==> run_1/port_nets.png <==
Scale bar: 20 µm.
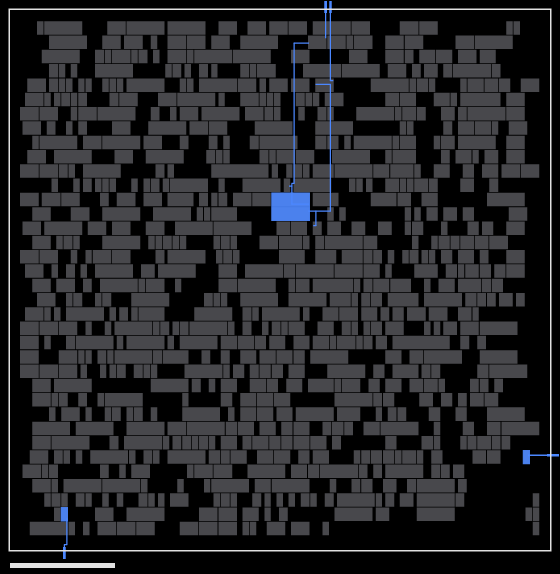
==> run_1/zoom.png <==
Window x 6 to 46, y 57 to 97 µm. Cells in grey, sequential cells in the stronger grey; small squares are vias.
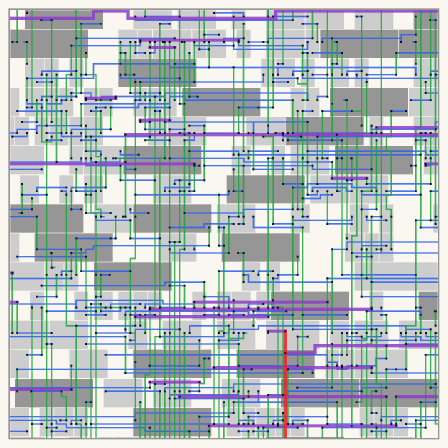
==> run_1/metal_stack.png <==
Two of the layers only.
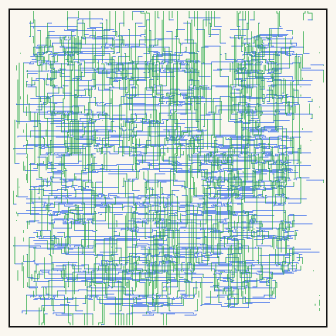
--- config.mk ---
export PLATFORM = sky130hd
export DESIGN_NAME = dac_pulse_sequencer
export DESIGN_NICKNAME = d
export VERILOG_FILES = /design/src/rtl/dac_pulse_sequencer.sv
export SDC_FILE = /design/constraint.sdc
export NUM_CORES = 1
export LEC_CHECK = 0
export CORE_MARGIN = 1.5
export CORE_UTILIZATION = 55
export CTS_CLUSTER_DIAMETER = 50
export CTS_CLUSTER_SIZE = 40
export DETAILED_ROUTE_END_ITERATION = 12
export PLACE_DENSITY_LB_ADDON = 0.08
export SLEW_MARGIN = 10
export SYNTH_ARGS = -nofsm -noshare
export SYNTH_HDL_FRONTEND = slang
export SYNTH_SLANG_ARGS = --single-unit
--- constraint.sdc ---
create_clock -name clk -period 6.39 [get_ports clk]
set_clock_uncertainty 0.05 [all_clocks]
set_input_delay 1.5975 -clock clk [delete_from_list [all_inputs] [get_ports clk]]
set_output_delay 1.5975 -clock clk [all_outputs]
set_load 0.05 [all_outputs]
--- src/rtl/dac_pulse_sequencer.sv ---
// Pulse-train command generator for the AD5725 DAC command bus: alternates pulse and
// baseline writes with cycle-exact hold/gap timing and honours the DAC ready handshake.
module dac_pulse_sequencer #(
    parameter int BLANK  = 3,
    parameter int W_TIME = 16
) (
    input  logic              clk,
    input  logic              rst,
    input  logic              init,
    input  logic              start,
    input  logic              abort,
    input  logic [1:0]        channel,
    input  logic [11:0]       v_pulse,
    input  logic [11:0]       v_base,
    input  logic [W_TIME-1:0] width,
    input  logic [W_TIME-1:0] gap,
    input  logic [7:0]        count,
    output logic              busy,
    output logic              done,
    output logic [7:0]        pulses_left,
    output logic              dac_cs,
    output logic [3:0]        dac_op,
    output logic [7:0]        dac_addr,
    output logic [15:0]       dac_data,
    input  logic              dac_rdy
);

    typedef enum logic [2:0] {
        S_IDLE    = 3'd0,
        S_ISSUE   = 3'd1,
        S_BLANKW  = 3'd2,
        S_WAITRDY = 3'd3,
        S_HOLD    = 3'd4,
        S_GAP     = 3'd5,
        S_FINISH  = 3'd6
    } state_t;

    typedef enum logic [1:0] {
        WR_INIT  = 2'd0,
        WR_PULSE = 2'd1,
        WR_BASE  = 2'd2
    } wr_kind_t;

    localparam logic [3:0]        OP_WRITE  = 4'b0010;
    localparam logic [3:0]        OP_RESET  = 4'b0001;
    localparam logic [W_TIME-1:0] T_ZERO    = {W_TIME{1'b0}};
    localparam logic [W_TIME-1:0] T_ONE     = {{(W_TIME-1){1'b0}}, 1'b1};
    localparam logic [W_TIME-1:0] BLANK_CYC = W_TIME'(BLANK);

    state_t            state_r, state_nx;
    wr_kind_t          kind_r, kind_nx;
    logic [7:0]        pl_r, pl_nx;
    logic [W_TIME-1:0] tcnt_r, tcnt_nx;
    logic              pend_r, pend_nx;
    logic [1:0]        ch_r;
    logic [11:0]       vp_r, vb_r;
    logic [W_TIME-1:0] width_r, gap_r;
    logic [W_TIME-1:0] hold_tgt_s, gap_tgt_s;
    logic              accept_start_s, from_idle_s;
    logic [3:0]        cmd_op_s;
    logic [7:0]        cmd_addr_s;
    logic [15:0]       cmd_data_s;
    logic              done_r, cs_r;
    logic [3:0]        op_r;
    logic [7:0]        addr_r;
    logic [15:0]       data_r;

    // Zero width/gap still yields a single cycle, so the time counters never need to wrap.
    assign hold_tgt_s     = (width_r == T_ZERO) ? T_ONE : width_r;
    assign gap_tgt_s      = (gap_r == T_ZERO) ? T_ONE : gap_r;
    assign accept_start_s = (state_r == S_IDLE) & ~init & start;
    assign from_idle_s    = (state_r == S_IDLE);

    // Next-state, pulse bookkeeping and abort recording.
    always_comb begin
        state_nx = state_r;
        kind_nx  = kind_r;
        pl_nx    = pl_r;
        tcnt_nx  = tcnt_r;
        pend_nx  = pend_r;
        case (state_r)
            S_IDLE: begin
                pend_nx = 1'b0;
                if (init) begin
                    kind_nx  = WR_INIT;
                    state_nx = S_ISSUE;
                end else if (start) begin
                    pl_nx = count;
                    if (count == 8'd0) begin
                        state_nx = S_FINISH;
                    end else begin
                        kind_nx  = WR_PULSE;
                        state_nx = S_ISSUE;
                    end
                end else begin
                    state_nx = S_IDLE;
                end
            end
            S_ISSUE, S_BLANKW: begin
                if (abort) begin
                    pend_nx = 1'b1;
                    pl_nx   = 8'd0;
                end else begin
                    pend_nx = pend_r;
                end
                if (state_r == S_ISSUE) begin
                    tcnt_nx  = T_ONE;
                    state_nx = S_BLANKW;
                end else if (tcnt_r == BLANK_CYC) begin
                    state_nx = S_WAITRDY;
                end else begin
                    tcnt_nx = tcnt_r + T_ONE;
                end
            end
            S_WAITRDY: begin
                if (abort) begin
                    pend_nx = 1'b1;
                    pl_nx   = 8'd0;
                end else begin
                    pend_nx = pend_r;
                end
                if (dac_rdy) begin
                    case (kind_r)
                        WR_PULSE: begin
                            if (pend_r | abort) begin
                                kind_nx  = WR_BASE;
                                state_nx = S_ISSUE;
                            end else begin
                                tcnt_nx  = T_ONE;
                                state_nx = S_HOLD;
                            end
                        end
                        WR_BASE: begin
                            if (pend_r | abort | (pl_r == 8'd0)) begin
                                state_nx = S_FINISH;
                            end else begin
                                tcnt_nx  = T_ONE;
                                state_nx = S_GAP;
                            end
                        end
                        default: state_nx = S_FINISH;
                    endcase
                end else begin
                    state_nx = S_WAITRDY;
                end
            end
            S_HOLD: begin
                if (abort) begin
                    pl_nx    = 8'd0;
                    kind_nx  = WR_BASE;
                    state_nx = S_ISSUE;
                end else if (tcnt_r == hold_tgt_s) begin
                    pl_nx    = pl_r - 8'd1;
                    kind_nx  = WR_BASE;
                    state_nx = S_ISSUE;
                end else begin
                    tcnt_nx = tcnt_r + T_ONE;
                end
            end
            S_GAP: begin
                if (abort | (pl_r == 8'd0)) begin
                    state_nx = S_FINISH;
                end else if (tcnt_r == gap_tgt_s) begin
                    kind_nx  = WR_PULSE;
                    state_nx = S_ISSUE;
                end else begin
                    tcnt_nx = tcnt_r + T_ONE;
                end
            end
            S_FINISH: state_nx = S_IDLE;
            default:  state_nx = S_IDLE;
        endcase
    end

    // Command fields for the next strobe; a train's first write uses the live inputs.
    always_comb begin
        case (kind_nx)
            WR_INIT: begin
                cmd_op_s   = OP_RESET;
                cmd_addr_s = 8'h00;
                cmd_data_s = 16'h0000;
            end
            WR_PULSE: begin
                cmd_op_s   = OP_WRITE;
                cmd_addr_s = {6'b000000, from_idle_s ? channel : ch_r};
                cmd_data_s = {4'b0000, from_idle_s ? v_pulse : vp_r};
            end
            WR_BASE: begin
                cmd_op_s   = OP_WRITE;
                cmd_addr_s = {6'b000000, ch_r};
                cmd_data_s = {4'b0000, vb_r};
            end
            default: begin
                cmd_op_s   = 4'b0000;
                cmd_addr_s = 8'h00;
                cmd_data_s = 16'h0000;
            end
        endcase
    end

    // FSM state, counters and registered outputs.
    always_ff @(posedge clk) begin
        if (rst) begin
            state_r <= S_IDLE;
            kind_r  <= WR_INIT;
            pl_r    <= 8'd0;
            tcnt_r  <= T_ZERO;
            pend_r  <= 1'b0;
            done_r  <= 1'b0;
            cs_r    <= 1'b0;
            op_r    <= 4'b0000;
            addr_r  <= 8'h00;
            data_r  <= 16'h0000;
        end else begin
            state_r <= state_nx;
            kind_r  <= kind_nx;
            pl_r    <= pl_nx;
            tcnt_r  <= tcnt_nx;
            pend_r  <= pend_nx;
            done_r  <= (state_nx == S_FINISH);
            cs_r    <= (state_nx == S_ISSUE);
            if (state_nx == S_ISSUE) begin
                op_r   <= cmd_op_s;
                addr_r <= cmd_addr_s;
                data_r <= cmd_data_s;
            end
        end
    end

    // Train parameters captured when a start is accepted.
    always_ff @(posedge clk) begin
        if (rst) begin
            ch_r    <= 2'd0;
            vp_r    <= 12'h000;
            vb_r    <= 12'h000;
            width_r <= T_ZERO;
            gap_r   <= T_ZERO;
        end else if (accept_start_s) begin
            ch_r    <= channel;
            vp_r    <= v_pulse;
            vb_r    <= v_base;
            width_r <= width;
            gap_r   <= gap;
        end
    end

    assign busy        = (state_r != S_IDLE) | init | start;
    assign done        = done_r;
    assign pulses_left = pl_r;
    assign dac_cs      = cs_r;
    assign dac_op      = op_r;
    assign dac_addr    = addr_r;
    assign dac_data    = data_r;

endmodule
==> qor.yml, run 1 <==
power_top_consumer: "combinational cells"
route.detailed.vias_per_inst: 5.92
cp_data_required_time_ps: 4740
r2r_setup_slack_ps: 2800
relSlewSlack_pct: 21.2
ff2ff_path_depth: 7
gr-usage-met1_pct: 41.1
critical_path.n_buffers_inverters: 2
routabilityCongestion: 0.863
hold_viol: 0
cp.depth: 4
fin_ws_ps: 1390
min_delay_path_depth: 2
drtAntennaViolNets: 0
vias: 5272
outcome: "completed"
crit_path_start: "init"
cts-buffers-inserted: 9
reg2reg_from: "state_r[1]"
worst_setup_path_end: "busy"
highest-signal-layer: "met4"
power.sequential.fraction_pct: 37.1
hpwlAfterDp_mm: 10.0
mi_logic_area_um2: 3030
adder_share_pct: 1.37
p_leak_nw: 2.47
period_needed_ps: 5000
endpoint_kind: "primary output"
synthToLayoutAreaGrowth_pct: 20.4
tool_warnings: 28
die-area_um2: 10500
grt_setup_unrepaired: "false"
cts_post_setup_buffers_inserted: 0
drc: 0
post_synth_ao_oa_area_fraction_pct: 23.2
drt-initial-drc-count: 363
About port_nets.png:
`dac_op`: shown in blue, bits 4, direction output, edge 2 top, 1 right, 1 bottom, end cells 4, buffers 2, wire 100 µm.
PortBufs: 98
Ports: 111

About zoom.png:
met4: shown in red. met3: shown in purple. met2: shown in green. met1: shown in blue.
132 logic cells have their middle in the window. Most frequent: nand2_1 (51), a21oi_1 (26), dfxtp_1 (22). Sequential cells in the window: 22. Netlist names of flops here include `vp_r` (9), `dac_data` (8), `vb_r` (4).

About metal_stack.png:
met1: shown in blue, wire length 6710 µm. met2: shown in green, wire length 6740 µm.

--- run 2 (diff from run 1) ---
--- a/config.mk
+++ b/config.mk
@@ -6,7 +6,7 @@
 export NUM_CORES = 1
 export LEC_CHECK = 0
 export CORE_MARGIN = 1.5
-export CORE_UTILIZATION = 55
+export CORE_UTILIZATION = 52
 export CTS_CLUSTER_DIAMETER = 50
 export CTS_CLUSTER_SIZE = 40
 export DETAILED_ROUTE_END_ITERATION = 12
==> constraint.sdc (replaced) <==
create_clock -name clk -period 4.8 [get_ports clk]
set_clock_uncertainty 0.05 [all_clocks]
set_input_delay 1.2 -clock clk [delete_from_list [all_inputs] [get_ports clk]]
set_output_delay 1.2 -clock clk [all_outputs]
set_load 0.05 [all_outputs]
==> run 2 against run 1 <==
Net effect: design area is 0.42% lower; worst hold slack lost 2.5 ps; clock-buffer cell count grew 1; sequential share of layout area grew 0.14 points; die area up 5.6%; critical endpoint unchanged; routed wire length up 0.63%; synthesized area unchanged.
==> qor.yml, run 2 <==
outcome: "completed"
port_buffers: 98  # unchanged
die-area_um2: 11100  # +5.6%
power_top_consumer: "combinational cells"
reg2reg_from: "tcnt_r[11]"
hpwlAfterDp_mm: 10.3  # +2.4%
p_leak_nw: 2.47  # -0.22%
tool_warnings: 28  # unchanged
worst_setup_path_end: "busy"
period_needed_ps: 4270
synthToLayoutAreaGrowth_pct: 19.9
fin_ws_ps: 531  # -855 ps
hold_viol: 0  # unchanged
vias: 5303  # +0.59%
routabilityCongestion: 0.878  # +1.8%
r2r_setup_slack_ps: 1590  # -1210 ps
route.detailed.vias_per_inst: 5.93  # about the same
floorplan.io_pins: 111  # unchanged
drtAntennaViolNets: 0  # unchanged
endpoint_kind: "primary output"
min_delay_path_depth: 2  # unchanged
cp_data_required_time_ps: 3550  # -1190 ps
cp.depth: 4  # unchanged
gr-usage-met1_pct: 37.1  # -4.0 points
cts_post_setup_buffers_inserted: 0  # unchanged
post_synth_ao_oa_area_fraction_pct: 23.2  # unchanged
power.sequential.fraction_pct: 38.4  # +1.3 points
relSlewSlack_pct: 26.5  # +5.3 points
==> run_2/metal_stack.png <==
Two of the layers only.
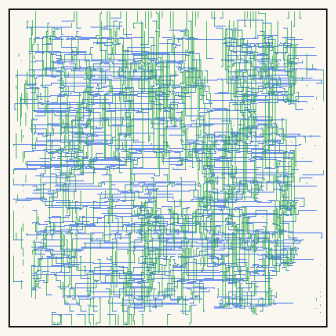
met1: shown in blue, wire length 6700 µm. met2: shown in green, wire length 6750 µm.

